[src/rtl/lyra2_job_scheduler.sv]
// Job scheduler between the input/output FIFOs and an array of Lyra2 cores.
// Dispatches fixed-length jobs and collects fixed-length results, both round-robin.
module lyra2_job_scheduler #(
    parameter int NB_OF_CORES   = 2,
    parameter int DIN_W         = 32,
    parameter int DOUT_W        = 32,
    parameter int WORDS_PER_JOB = 20,
    parameter int WORDS_PER_RES = 8
) (
    input  logic                          i_clk,
    input  logic                          i_reset,
    input  logic [DIN_W-1:0]              i_d_in,
    input  logic                          i_d_in_rdy,
    output logic                          o_d_in_rd,
    output logic [DIN_W-1:0]              o_core_d,
    output logic [NB_OF_CORES-1:0]        o_core_wr,
    input  logic [NB_OF_CORES-1:0]        i_core_busy,
    input  logic [NB_OF_CORES*DOUT_W-1:0] i_core_res,
    input  logic [NB_OF_CORES-1:0]        i_core_res_vld,
    output logic [NB_OF_CORES-1:0]        o_core_res_ack,
    output logic [DOUT_W-1:0]             o_d_out,
    output logic                          o_d_out_wr,
    input  logic                          i_d_out_rdy,
    output logic [15:0]                   o_jobs_in,
    output logic [15:0]                   o_jobs_out
);
    localparam int PTR_W  = (NB_OF_CORES > 1) ? $clog2(NB_OF_CORES) : 1;
    localparam int WCNT_W = (WORDS_PER_JOB > 1) ? $clog2(WORDS_PER_JOB) : 1;
    localparam int RCNT_W = (WORDS_PER_RES > 1) ? $clog2(WORDS_PER_RES) : 1;

    typedef enum logic {D_IDLE, D_XFER} d_state_t;
    typedef enum logic {C_IDLE, C_OUT}  c_state_t;

    // First requester at or after ptr, scanning cyclically; MSB flags a hit.
    function automatic logic [PTR_W:0] rr_pick(input logic [NB_OF_CORES-1:0] req,
                                               input logic [PTR_W-1:0] ptr);
        logic             found;
        logic [PTR_W-1:0] sel;
        logic [PTR_W-1:0] idx;
        found = 1'b0;
        sel   = '0;
        idx   = ptr;
        for (int i = 0; i < NB_OF_CORES; i++) begin
            if (!found && req[idx]) begin
                found = 1'b1;
                sel   = idx;
            end
            idx = (idx == PTR_W'(NB_OF_CORES-1)) ? '0 : idx + 1'b1;
        end
        return {found, sel};
    endfunction

    function automatic logic [PTR_W-1:0] next_ptr(input logic [PTR_W-1:0] sel);
        return (sel == PTR_W'(NB_OF_CORES-1)) ? '0 : sel + 1'b1;
    endfunction

    logic [DOUT_W-1:0] res_word [NB_OF_CORES];
    generate
        for (genvar gi = 0; gi < NB_OF_CORES; gi++) begin : g_res
            assign res_word[gi] = i_core_res[gi*DOUT_W +: DOUT_W];
        end
    endgenerate

    // ---------------- dispatch side ----------------
    d_state_t                d_state_reg, d_state_next;
    logic [PTR_W-1:0]        isel_reg, in_ptr_reg;
    logic [WCNT_W-1:0]       wcnt_reg;
    logic [NB_OF_CORES-1:0]  pend_reg;
    logic [15:0]             jobs_in_reg;
    logic [DIN_W-1:0]        core_d_reg;
    logic [NB_OF_CORES-1:0]  core_wr_reg;
    logic [NB_OF_CORES-1:0]  avail, isel_onehot;
    logic [PTR_W:0]          in_pick;
    logic                    pop, pop_last;

    assign avail       = ~i_core_busy & ~pend_reg;
    assign in_pick     = rr_pick(avail, in_ptr_reg);
    assign isel_onehot = NB_OF_CORES'(1) << isel_reg;

    always_ff @(posedge i_clk) begin
        if (i_reset) d_state_reg <= D_IDLE;
        else         d_state_reg <= d_state_next;
    end

    always_comb begin
        d_state_next = d_state_reg;
        case (d_state_reg)
            D_IDLE: if (in_pick[PTR_W]) d_state_next = D_XFER;
            D_XFER: if (pop_last)       d_state_next = D_IDLE;
            default:                    d_state_next = D_IDLE;
        endcase
    end

    always_comb begin
        o_d_in_rd = (d_state_reg == D_XFER) && i_d_in_rdy;
        pop       = o_d_in_rd;
        pop_last  = pop && (wcnt_reg == WCNT_W'(WORDS_PER_JOB-1));
    end

    always_ff @(posedge i_clk) begin
        if (i_reset) begin
            isel_reg    <= '0;
            in_ptr_reg  <= '0;
            wcnt_reg    <= '0;
            pend_reg    <= '0;
            jobs_in_reg <= '0;
            core_d_reg  <= '0;
            core_wr_reg <= '0;
        end else begin
            if (d_state_reg == D_IDLE && in_pick[PTR_W]) begin
                isel_reg <= in_pick[PTR_W-1:0];
                wcnt_reg <= '0;
            end else if (pop) begin
                wcnt_reg <= wcnt_reg + 1'b1;
            end
            if (pop) core_d_reg <= i_d_in;
            core_wr_reg <= pop ? isel_onehot : '0;
            // Set wins: pend must survive until the core's busy flag is seen.
            pend_reg <= (pend_reg & ~i_core_busy) | (pop_last ? isel_onehot : '0);
            if (pop_last) begin
                in_ptr_reg  <= next_ptr(isel_reg);
                jobs_in_reg <= jobs_in_reg + 16'd1;
            end
        end
    end

    // ---------------- collect side ----------------
    c_state_t                c_state_reg, c_state_next;
    logic [PTR_W-1:0]        osel_reg, out_ptr_reg;
    logic [RCNT_W-1:0]       rcnt_reg;
    logic [15:0]             jobs_out_reg;
    logic [DOUT_W-1:0]       d_out_reg;
    logic                    d_out_wr_reg;
    logic [PTR_W:0]          out_pick;
    logic                    ack, ack_last;

    assign out_pick = rr_pick(i_core_res_vld, out_ptr_reg);

    always_ff @(posedge i_clk) begin
        if (i_reset) c_state_reg <= C_IDLE;
        else         c_state_reg <= c_state_next;
    end

    always_comb begin
        c_state_next = c_state_reg;
        case (c_state_reg)
            C_IDLE: if (out_pick[PTR_W]) c_state_next = C_OUT;
            C_OUT:  if (ack_last)        c_state_next = C_IDLE;
            default:                     c_state_next = C_IDLE;
        endcase
    end

    always_comb begin
        ack            = (c_state_reg == C_OUT) && i_d_out_rdy;
        ack_last       = ack && (rcnt_reg == RCNT_W'(WORDS_PER_RES-1));
        o_core_res_ack = ack ? (NB_OF_CORES'(1) << osel_reg) : '0;
    end

    always_ff @(posedge i_clk) begin
        if (i_reset) begin
            osel_reg     <= '0;
            out_ptr_reg  <= '0;
            rcnt_reg     <= '0;
            jobs_out_reg <= '0;
            d_out_reg    <= '0;
            d_out_wr_reg <= 1'b0;
        end else begin
            if (c_state_reg == C_IDLE && out_pick[PTR_W]) begin
                osel_reg <= out_pick[PTR_W-1:0];
                rcnt_reg <= '0;
            end else if (ack) begin
                rcnt_reg <= rcnt_reg + 1'b1;
            end
            if (ack) d_out_reg <= res_word[osel_reg];
            d_out_wr_reg <= ack;
            if (ack_last) begin
                out_ptr_reg  <= next_ptr(osel_reg);
                jobs_out_reg <= jobs_out_reg + 16'd1;
            end
        end
    end

    assign o_core_d   = core_d_reg;
    assign o_core_wr  = core_wr_reg;
    assign o_d_out    = d_out_reg;
    assign o_d_out_wr = d_out_wr_reg;
    assign o_jobs_in  = jobs_in_reg;
    assign o_jobs_out = jobs_out_reg;

endmodule
[config.mk]
export PLATFORM = sky130hd
export DESIGN_NAME = lyra2_job_scheduler
export DESIGN_NICKNAME = d
export VERILOG_FILES = /design/src/rtl/lyra2_job_scheduler.sv
export SDC_FILE = /design/constraint.sdc
export NUM_CORES = 1
export LEC_CHECK = 0
export ABC_AREA = 1
export CORE_MARGIN = 2
export CORE_UTILIZATION = 23
export DETAILED_ROUTE_END_ITERATION = 6
export GPL_TIMING_DRIVEN = 0
export SYNTH_ARGS = -nofsm -noshare
export SYNTH_HDL_FRONTEND = slang
export SYNTH_SLANG_ARGS = --single-unit
export TNS_END_PERCENT = 1
[constraint.sdc]
create_clock -name i_clk -period 2.2 [get_ports i_clk]
set_clock_uncertainty 0.2 [all_clocks]
set_input_delay 0.44 -clock i_clk [delete_from_list [all_inputs] [get_ports i_clk]]
set_output_delay 0.44 -clock i_clk [all_outputs]
set_load 0.005 [all_outputs]
==> run_1/clock_map.png <==
Scale bar: 50 um.
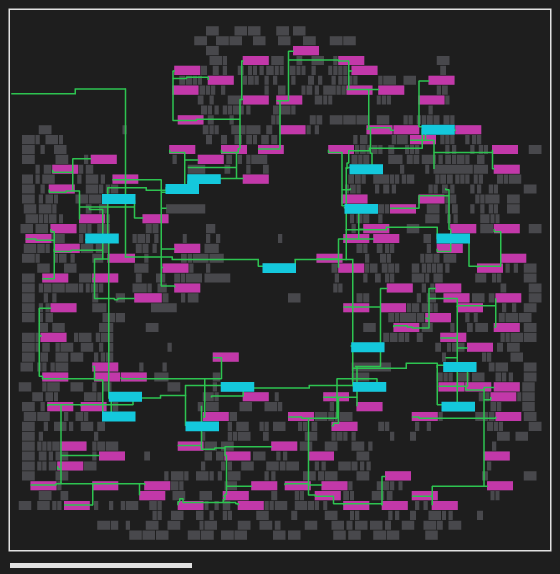
[cyan] cells driving clock nets | count: 17
[magenta] flip-flops | count: 115
[green] clock wires | length: 1790 um
flops lie	all over the die

==> run_1/met3.png <==
Scale bar: 50 um. Cells faint in the background.
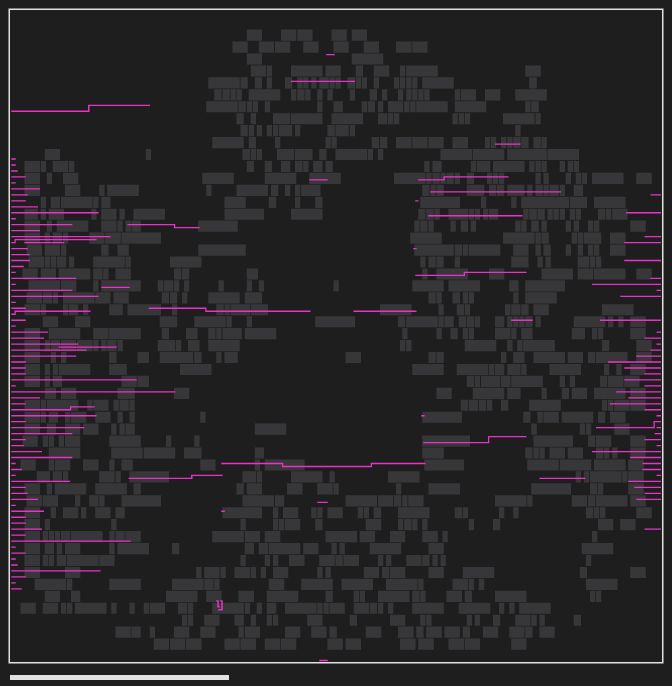
wire length on this layer	1140 um
longest straight run	37.0 um
main direction	horizontal
share of all routed wire	7.5%
nets with wire on the layer	127

==> ci_impl_report.md, run 1 <==
## Synthesis and layout report

| Metric | Value |
|---|---|
| Post-Syn Area | `0.00480 mm2` |
| Met3 WL post-DR | `1.14 mm` |
| Router iterations before antenna repair | `6` |
| Fmax | `476 MHz` |
| Crit start category | `flop` |
| Worst Slack Setup Final | `98.2 ps` |
| Crit Path Category | `reg -> out` |
| Mux share | `0%` |
| IO buf count | `205` |
| Total leakage power | `0.00290 uW` |
| Cell Int Power | `4360 uW` |
| Setup Viol. Count Final | `0` |
| Maximum vdd drop | `0.498 mV` |
| Site row count | `52` |
| R2r worst-path depth | `9` |
| Tally of OpenROAD warnings | `26` |
| Max-slew violations | `0` |
| Vias in the first global route | `4827` |
| Non-CTS buffers | `238` |
| Vias per inst | `4.26` |
| Clock buf/inv share | `7.53%` |
| Element type at the critical path end | `primary output` |
| Yosys chip area | `0.00480 mm2` |
| Flop Count | `115` |
| Reg clk slew, reported paths | `50 ps` |
| Main area contributors | `dfxtp_1 (48%), nand2_1 (14%), nor2_1 (8.6%), o21ai_0 (4.8%), a31oi_1 (4.2%)` |
| Total track usage | `14.4%` |
| Max_slew headroom | `55.5%` |
| P per Cell Area | `718 mW/mm2` |
| Status | `finished, final reports clean` |
| Setup TNS | `0 ps` |
| FF-to-FF Start | `rcnt_reg[0]$_SDFFE_PP0N_` |
| Simple share | `30.6%` |
| Chip height | `149 um` |
| Seq/Total Area, Yosys | `47.9%` |
| Largest cell class by area | `registers` |
| And-or/or-and share of the synthesized area | `12.2%` |
| Top sig layer | `met4` |
| CTS buffer count | `17` |
| # placed instances | `1128` |
| Tap Count | `270` |
| Hold slack | `252 ps` |
| H-tree depth | `4` |
| Data buffer area share | `28.7%` |
| Crit path capture | `o_d_in_rd` |
| Placed wire-length estimate | `11.2 mm` |
| CP startpoint | `d_state_reg$_SDFF_PP0_` |
| Clk pwr | `2790 uW` |
| Share of power burned in registers | `39.4%` |
| Maximum fanout along the worst path | `4` |
| Clock Power Share | `49.5%` |
| Post-route design area | `0.00784 mm2` |
| Combinational Gates | `461` |
| Max_cap viols | `0` |
| Seq group | `2210 uW` |
| Comb. pwr | `624 uW` |
| WHS Endpoint | `o_core_wr[0]$_SDFF_PP0_` |
| Final RePlAce weighted congestion | `0.792` |
| Hold Crit Start | `isel_reg$_SDFFE_PP0P_` |
| Max-area cell share | `47.9%` |
| M3 GR Usage | `5.21%` |
| CTS sink count | `115` |
| Met2 wire length | `7.12 mm` |
| Class of the worst hold path | `reg -> reg` |
| RSZ-0062 raised after global routing | `false` |
| Layout filler cell count | `2110` |
| Sequential share of cell area | `29.4%` |
| Ys cells | `653` |
| Least-Margin Pin Slew | `668 ps` |
| TritonCTS clock tree | `done` |
| Post-synth regs | `115` |
==> run_1/met2.png <==
Cells faint in the background.
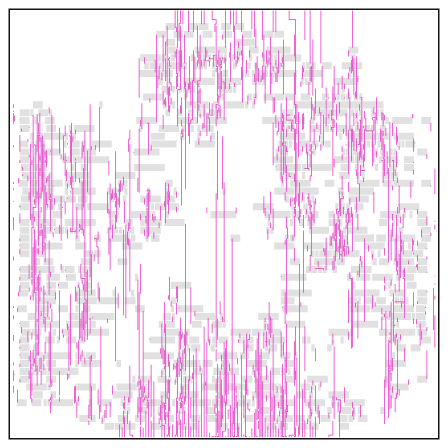
wire length on this layer	7120 um
share of all routed wire	47%
longest straight run	68.7 um
main direction	vertical

[run 1: worst max-delay path, stage by stage (launching register included)]
cell and delay (ps):
dfxtp_1 400, nand2_2 110, clkinv_4 60, clkdlybuf4s50_1 480
[run 1: synthesized netlist by cell type (all sizes together)]
master and n:
clkbuf 13, a21oi 28, nand2 180, xnor2 1
nor4 1, xor2 4, or2 1, o21bai 1
nand3 18, o22ai 1, o21ai 46, a31oi 32
nor3b 1, inv 46, nor2 121, clkinv 2
ha 5, nor3 12, dfxtp 115, nand4 8
and3 1, buf 16
[run 1: what timing repair did]
action                     CTS  global route
setup endpoints to repair    3             0
gates resized               14             0
hold endpoints to repair     0             0
buffers inserted             6             0
--- run 2 (diff from run 1) ---
Settings changed: CORE_ASPECT_RATIO set to 0.7, CTS_CLUSTER_SIZE set to 20, HOLD_SLACK_MARGIN set to 0.03.
==> run_2/final_congestion.png <==
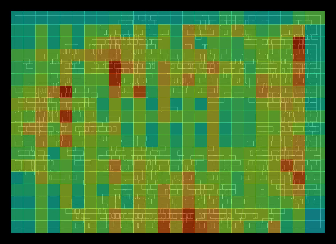
total track usage: 14.7%
Final Util: 38.2%
GRT met1 Usage: 20.3%
GRT busiest layer: met2
wire per inst: 13.8 um

==> run_2/met3.png <==
Scale bar: 50 um. Cells faint in the background.
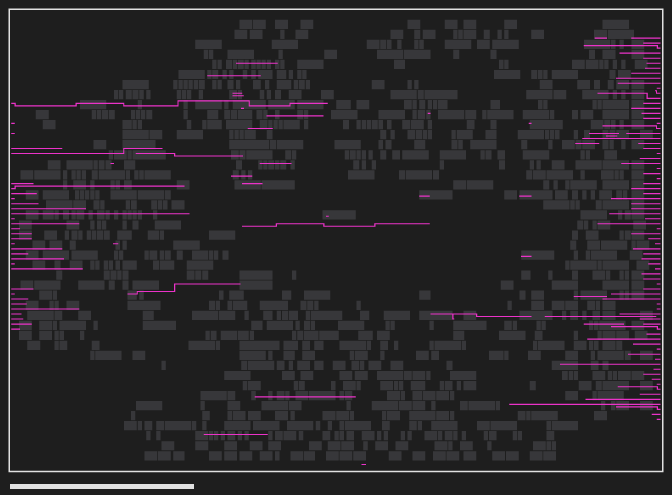
main direction	horizontal
wire length on this layer	1320 um
share of all routed wire	8.2%
nets with wire on the layer	126
longest straight run	48.1 um

==> ci_impl_report.md, run 2 <==
## Synthesis and layout report

| Metric | Value |
|---|---|
| H-tree depth | `4 (unchanged)` |
| Post-synth EDFFs | `0 (unchanged)` |
| And-or/or-and share of the synthesized area | `12.2% (unchanged)` |
| Max-area cell share | `47.9% (unchanged)` |
| FF-to-FF Start | `rcnt_reg[0]$_SDFFE_PP0N_` |
| Yosys chip area | `0.00480 mm2 (unchanged)` |
| Vias in the first global route | `4689 (-2.9%)` |
| IO buf count | `205 (unchanged)` |
| Total leakage power | `0.00290 uW (+0.14%)` |
| P per Cell Area | `713 mW/mm2 (-0.62%)` |
| Chip height | `125 um (-16%)` |
| Main area contributors | `dfxtp_1 (48%), nand2_1 (14%), nor2_1 (8.6%), o21ai_0 (4.8%), a31oi_1 (4.2%)` |
| Post-Syn Area | `0.00480 mm2 (unchanged)` |
| Setup bufs post-CTS | `7 (+1)` |
| CTS sink count | `115 (unchanged)` |
| Max_cap viols | `0 (unchanged)` |
| Least-Margin Pin Slew | `674 ps (+6.63 ps)` |
| Hold slack | `254 ps (+1.65 ps)` |
| Post-synth regs | `115 (unchanged)` |
| Met2 wire length | `6.62 mm (-7.1%)` |
| CP max stage cell | `clkdlybuf4s50_1` |
| Final RePlAce weighted congestion | `0.822 (+3.7%)` |
| Setup Viol. Count Final | `0 (unchanged)` |
| Seq/Total Area, Yosys | `47.9% (unchanged)` |
| Cell Int Power | `4220 uW (-3.2%)` |
| Class of the worst hold path | `reg -> reg` |
| Met3 WL post-DR | `1.32 mm (+15%)` |
| Element type at the critical path end | `primary output` |
| TritonCTS clock tree | `done` |
| Worst path max stage delay | `480 ps (about the same)` |
| Maximum fanout along the worst path | `4 (unchanged)` |
| WHS Endpoint | `out_ptr_reg$_SDFFE_PP0P_` |
| Status | `finished, final reports clean` |
| Router iterations before antenna repair | `4 (-2)` |
| Simple share | `30.6% (unchanged)` |
| CP cell instances | `nand2_2, clkinv_4, clkdlybuf4s50_1` |
| RSZ-0062 raised after global routing | `false` |
| Most numerous cell in the Yosys netlist | `nand2_1` |
| Cell family with most CP delay | `buffers and inverters` |
-- run 2: cell counts after synthesis --
No cell type changed its count.
-- run 2: per-stage QoR --
stage | cells | setup slack (ps) | area, um2 | utilization, %
after global routing | 1172 | 24.9 | 7870 | 38.2
final | 1172 | 91.5 | 7870 | 38.2
after detailed placement | 1134 | -519 | 7200 | 35.0
after global placement | 1134 | -498 | 7200 | 35.0
after floorplan | 653 | 579 | 4800 | -
after CTS | 1172 | 57.2 | 7870 | 38.2
-- run 2: area by class of cell --
type,instances,area [um2],area share (%)
clock inverter,15,159,2.02
timing repair buffer,212,2100,26.7
inverter,48,185,2.35
clock buffer,17,425,5.41
sequential,115,2310,29.3
tap,276,345,4.39
multi-input combinational,461,2170,27.6
buffer,28,175,2.23
Power is estimated from default activity; no workload was simulated.
